### config.mk
export PLATFORM = sky130hd
export DESIGN_NAME = matmul_mac_engine
export DESIGN_NICKNAME = d
export VERILOG_FILES = /design/src/rtl/matmul_mac_engine.sv
export SDC_FILE = /design/constraint.sdc
export NUM_CORES = 1
export LEC_CHECK = 0
export CAP_MARGIN = 20
export CORE_UTILIZATION = 28
export CTS_CLUSTER_SIZE = 20
export DETAILED_ROUTE_END_ITERATION = 8
export PLACE_DENSITY_LB_ADDON = 0.12
export REMOVE_ABC_BUFFERS = 1
export SETUP_SLACK_MARGIN = 0.4
export SYNTH_ARGS = -nofsm -noshare
export SYNTH_HDL_FRONTEND = slang
export SYNTH_SLANG_ARGS = --single-unit
### constraint.sdc
create_clock -name clk -period 11.4 [get_ports clk]
set_input_delay 2.28 -clock clk [delete_from_list [all_inputs] [get_ports clk]]
set_output_delay 2.28 -clock clk [all_outputs]
set_load 0.05 [all_outputs]
### src/rtl/matmul_mac_engine.sv
// -----------------------------------------------------------------------------
// matmul_mac_engine
// Computes C = A*B for N x N matrices by sequential multiply-accumulate. Each
// C element takes N MAC cycles, then waits in WRITE until the consumer takes
// it through the valid/ready result port. A and B live in internal register
// files. They are loaded one element at a time while the engine is idle.
//
// Ports:
//   clk         - rising-edge clock
//   rst         - synchronous active-low reset
//   ld_en       - write ld_data into A (ld_sel=0) or B (ld_sel=1) at ld_addr
//   ld_sel      - register file select for the load port
//   ld_addr     - row-major element index (row*N + col)
//   ld_data     - element value
//   start       - begin a multiplication (accepted only when idle)
//   signed_mode - 1 = two's-complement elements, 0 = unsigned (latched at start)
//   busy        - high from the accepting start edge until DONE is left
//   done        - one-cycle pulse after the final result is accepted
//   r_valid     - result element available
//   r_ready     - consumer accepts the result
//   r_addr      - C index i*N + j of the presented result
//   r_data      - C[i][j], extended to ACCW bits according to the mode
// -----------------------------------------------------------------------------
module matmul_mac_engine #(
   parameter int N  = 3,
   parameter int DW = 16,
   localparam int IW   = $clog2(N*N),
   localparam int ACCW = 2*DW + $clog2(N)
) (
   input  logic            clk,
   input  logic            rst,
   input  logic            ld_en,
   input  logic            ld_sel,
   input  logic [IW-1:0]   ld_addr,
   input  logic [DW-1:0]   ld_data,
   input  logic            start,
   input  logic            signed_mode,
   output logic            busy,
   output logic            done,
   output logic            r_valid,
   input  logic            r_ready,
   output logic [IW-1:0]   r_addr,
   output logic [ACCW-1:0] r_data
);

   localparam int CW = (N > 1) ? $clog2(N) : 1;
   localparam logic [CW-1:0] LAST_IDX = CW'(N-1);
   // One bit wider than the address, so that N*N is representable even when it is a power of two.
   localparam logic [IW:0] LOAD_LIMIT = (IW+1)'(N*N);

   typedef enum logic [1:0] {S_IDLE, S_MAC, S_WRITE, S_DONE} state_t;

   state_t r_state;
   state_t w_nextState;

   logic [DW-1:0]   r_memA [N*N];
   logic [DW-1:0]   r_memB [N*N];
   logic [CW-1:0]   r_i;
   logic [CW-1:0]   r_j;
   logic [CW-1:0]   r_k;
   logic [ACCW-1:0] r_acc;
   logic            r_signed;

   logic [IW-1:0]   w_aIdx;
   logic [IW-1:0]   w_bIdx;
   logic [IW-1:0]   w_cIdx;
   logic [DW-1:0]   w_aElem;
   logic [DW-1:0]   w_bElem;
   logic [2*DW-1:0] w_aExt;
   logic [2*DW-1:0] w_bExt;
   logic [2*DW-1:0] w_prod;
   logic [ACCW-1:0] w_prodExt;
   logic [ACCW-1:0] w_accNext;
   logic            w_lastK;
   logic            w_lastElem;
   logic            w_loadOk;

   assign w_aIdx     = IW'(r_i * N + r_k);
   assign w_bIdx     = IW'(r_k * N + r_j);
   assign w_cIdx     = IW'(r_i * N + r_j);
   assign w_aElem    = r_memA[w_aIdx];
   assign w_bElem    = r_memB[w_bIdx];
   assign w_lastK    = (r_k == LAST_IDX);
   assign w_lastElem = (r_i == LAST_IDX) && (r_j == LAST_IDX);
   assign w_loadOk   = ld_en && (r_state == S_IDLE) && ({1'b0, ld_addr} < LOAD_LIMIT);

   // Operands are extended to 2*DW before multiplying. The truncated product is then
   // exact in both modes, because a signed DW x DW product always fits in 2*DW bits.
   assign w_aExt    = {{DW{r_signed & w_aElem[DW-1]}}, w_aElem};
   assign w_bExt    = {{DW{r_signed & w_bElem[DW-1]}}, w_bElem};
   assign w_prod    = w_aExt * w_bExt;
   assign w_prodExt = {{(ACCW-2*DW){r_signed & w_prod[2*DW-1]}}, w_prod};
   assign w_accNext = r_acc + w_prodExt;

   assign busy    = (r_state != S_IDLE);
   assign done    = (r_state == S_DONE);
   assign r_valid = (r_state == S_WRITE);

   // Matrix storage has no reset, so its contents survive a reset. Writes are
   // blocked while rst is low, and whenever the engine is not idle.
   always_ff @(posedge clk) begin
      if (rst && w_loadOk) begin
         if (ld_sel) begin
            r_memB[ld_addr] <= ld_data;
         end else begin
            r_memA[ld_addr] <= ld_data;
         end
      end
   end

   always_ff @(posedge clk) begin
      if (!rst) begin
         r_state <= S_IDLE;
      end else begin
         r_state <= w_nextState;
      end
   end

   always_comb begin
      w_nextState = r_state;
      case (r_state)
         S_IDLE:  if (start) w_nextState = S_MAC;
         S_MAC:   if (w_lastK) w_nextState = S_WRITE;
         S_WRITE: if (r_ready) w_nextState = w_lastElem ? S_DONE : S_MAC;
         S_DONE:  w_nextState = S_IDLE;
         default: w_nextState = S_IDLE;
      endcase
   end

   // Index counters, accumulator and the result register.
   always_ff @(posedge clk) begin
      if (!rst) begin
         r_i      <= '0;
         r_j      <= '0;
         r_k      <= '0;
         r_acc    <= '0;
         r_signed <= 1'b0;
         r_addr   <= '0;
         r_data   <= '0;
      end else begin
         case (r_state)
            S_IDLE: begin
               if (start) begin
                  r_signed <= signed_mode;
                  r_i      <= '0;
                  r_j      <= '0;
                  r_k      <= '0;
                  r_acc    <= '0;
               end
            end
            S_MAC: begin
               r_acc <= w_accNext;
               r_k   <= r_k + 1'b1;
               if (w_lastK) begin
                  r_data <= w_accNext;
                  r_addr <= w_cIdx;
               end
            end
            S_WRITE: begin
               if (r_ready && !w_lastElem) begin
                  r_acc <= '0;
                  r_k   <= '0;
                  if (r_j == LAST_IDX) begin
                     r_j <= '0;
                     r_i <= r_i + 1'b1;
                  end else begin
                     r_j <= r_j + 1'b1;
                  end
               end
            end
            default: ;
         endcase
      end
   end

endmodule

Figure 1. Clock nets.
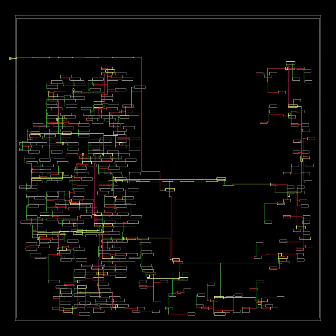
Layout clock buffers: 47
Clk Latency, worst-skew pair: 0.59 ns
# clock sinks: 369
sequential cell count: 369

Figure 2. Clock distribution.
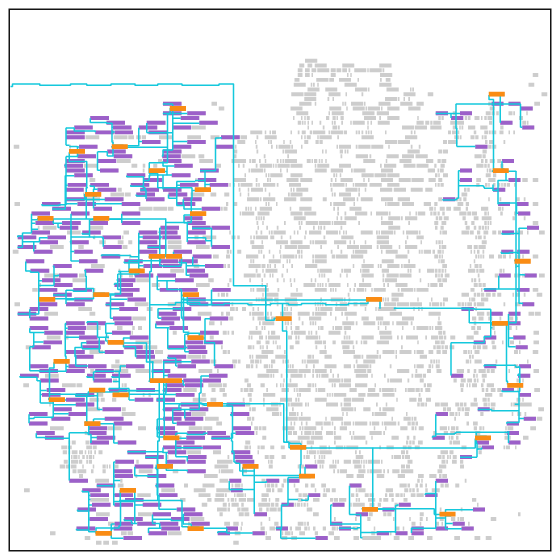
Key: cyan = clock wires [length 5720 um]; purple = flip-flops [count 369]; orange = clock drivers [count 43]
Position of the flops: spread over the die.

==> Implementation_results.wiki <==
== Run summary ==
{| class="wikitable"
! Metric !! Value
|-
| Share of the cycle needed by the critical path after routing || 92.1%
|-
| TNS Setup || 0 ns
|-
| Mapped Cells || 2267
|-
| Average via count per standard cell || 4.51
|-
| Maximum cell stage delay along the critical path || 0.85 ns
|-
| Residual antenna-violating net count after detailed routing || 0
|-
| Hold Crit Endpoint || r_data[30]
|-
| Core Footprint || 92100 um^2
|-
| # setup viols final || 0
|-
| Setup repair after global routing missed its margin || no
|-
| R2r endpoint || r_acc[33]
|-
| HP Start || r_data[30]
|-
| Timing-limited maximum frequency || 0.0953 GHz
|-
| Die W || 308 um
|-
| Global-route wire length before repair || 110 mm
|-
| Count of TritonRoute iterations in the first routing pass || 5
|-
| Number of cells in the finished layout apart from fillers || 3672
|-
| CTS Root Buffer Type || clkbuf_16
|-
| Cell Type Count || 68
|-
| TritonCTS clock tree || yes
|-
| Count of routing violations after the opening detailed-route iteration || 1020
|-
| Number of design rule violations left after detail routing || 0
|-
| Vertical extent of the die || 308 um
|-
| Final layout net count || 2834
|-
| End point of the critical path || r_acc[33]
|-
| Total global routing overflow || 0
|-
| Status || finished clean
|-
| Count of inserted antenna diode cells || 0
|-
| Post-Route Skew || approximately 0.012 ns
|-
| Cell row count || between 100 and 150
|-
| Worst reg2reg path depth || 33
|}
Figure 3. Sizing map.
Bar = 100 um.
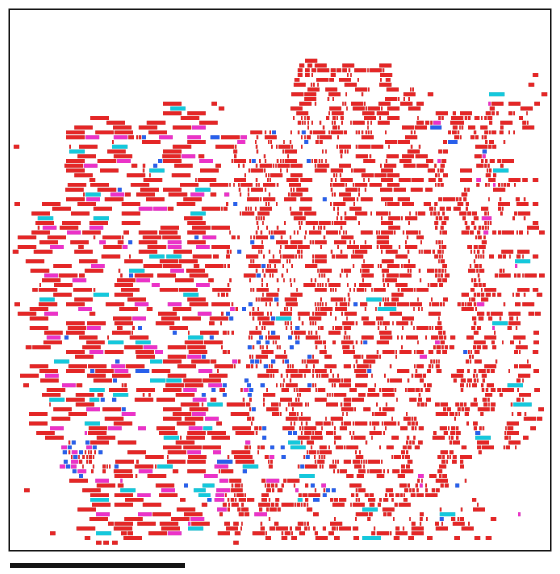
Key: cyan = _6 and larger [cells 56, share 2.3%]; blue = _3 and _4 cells [cells 105, share 4.3%]; red = _0 and _1 cells [cells 2154, share 89%]; magenta = _2 cells [cells 114, share 4.7%]

## flip-flops by register name, summed over array words and instances, names as in the netlist
register  cells
r_memA      144
r_memB      144
r_acc        34
r_data       34
r_addr        4
r_i           2
r_j           2
r_k           2
r_state       2
r_signed      1
## final cells by class
cell class / instances / area [um^2] / area share (%)
sequential: 369 / 10300 / 33.8
clock buffer: 47 / 1090 / 3.59
tap: 1243 / 1560 / 5.11
multi-input combinational: 1473 / 14400 / 47.5
timing repair buffer: 166 / 1470 / 4.84
inverter: 342 / 1280 / 4.22
clock inverter: 32 / 304 / 0.999
## worst max-delay path, delay by kind of cell, from the launching register on
family	cells	cell delay (ns)
simple gates	7	1.66
fa+ha+maj	10	5.10
flops	1	0.39
mux	3	0.92
buf+inv	5	0.70
compound gates	8	1.57
## layer usage
metal,track usage (%),vias to the layer above,part of all wire (%)
met1,20.8,8343,46
li1,-,7829,-
met3,2.02,86,3.7
met4,3.97,2,2.1
met2,25.1,286,48
met5,0,-,0.024
## Yosys cell counts, types with 3 or more instances
master	number	area, um^2
and2_1	21	131
nor2_1	212	796
nor4_1	4	25.0
a21boi_0	25	188
nand2b_1	12	75.1
o21ai_1	11	55.1
edfxtp_1	288	8650
a211oi_1	8	60.1
ha_1	125	1560
or4_1	4	30.0
nor2b_1	36	225
and3_1	12	75.1
o21ai_0	34	170
buf_1	12	45.0
a21boi_1	4	30.0
o21a_1	8	60.1
nand3_1	11	55.1
inv_1	342	1280
a21o_1	38	285
a22oi_1	25	188
nand3b_1	3	22.5
nor3_1	15	75.1
a211o_1	3	26.3
nand4_1	8	50.1
a31oi_1	6	37.5
mux2i_1	34	340
fa_1	287	5750
o21bai_1	9	67.6
mux4_2	64	1440
dfxtp_1	81	1620
nand2_1	241	905
nor4b_1	3	26.3
a21oi_1	89	445
or2_2	4	25.0
o211ai_1	6	45.0
clkbuf_1	69	259
o211a_1	6	60.1
xnor2_1	50	438
xor2_1	20	175
## cell usage in the layout, fill, tap and decap left out, drive strengths merged, types with 4 or more instances in the layout
master,Yosys,final
and2,21,21
inv,342,345
clkdlybuf4s50,0,66
mux4,64,64
nand2,241,241
nand3,11,11
or4,4,4
nand2b,12,12
a21o,38,38
nor3,16,16
a211oi,8,8
clkbuf,69,48
a21boi,30,30
clkinvlp,0,4
o211ai,6,6
ha,125,125
o211a,6,6
xor2,21,21
buf,14,99
nor2b,36,36
o21ai,45,45
a22oi,25,25
o21a,8,8
nor2,212,212
mux2i,35,35
edfxtp,288,288
dfxtp,81,81
nand4,8,8
fa,287,287
a31oi,6,6
or2,4,4
nor4,4,4
clkinv,0,22
a21oi,89,89
xnor2,50,50
and3,12,12
o21bai,9,9
## cells by family after synthesis
logic type,Yosys count,share of synthesized area [%]
compound gates,293,7.32
xor+xnor,72,2.49
fa+ha+maj,412,27.9
buf+inv,425,6.10
flops,369,39.2
mux,102,7.00
simple gates,594,9.92
## timing repair
item	4_1_cts	5_1_grt
cloned	0	1
buffers inserted	0	11
setup endpoints to repair	1	12
gates resized	5	19
pin swaps	0	4
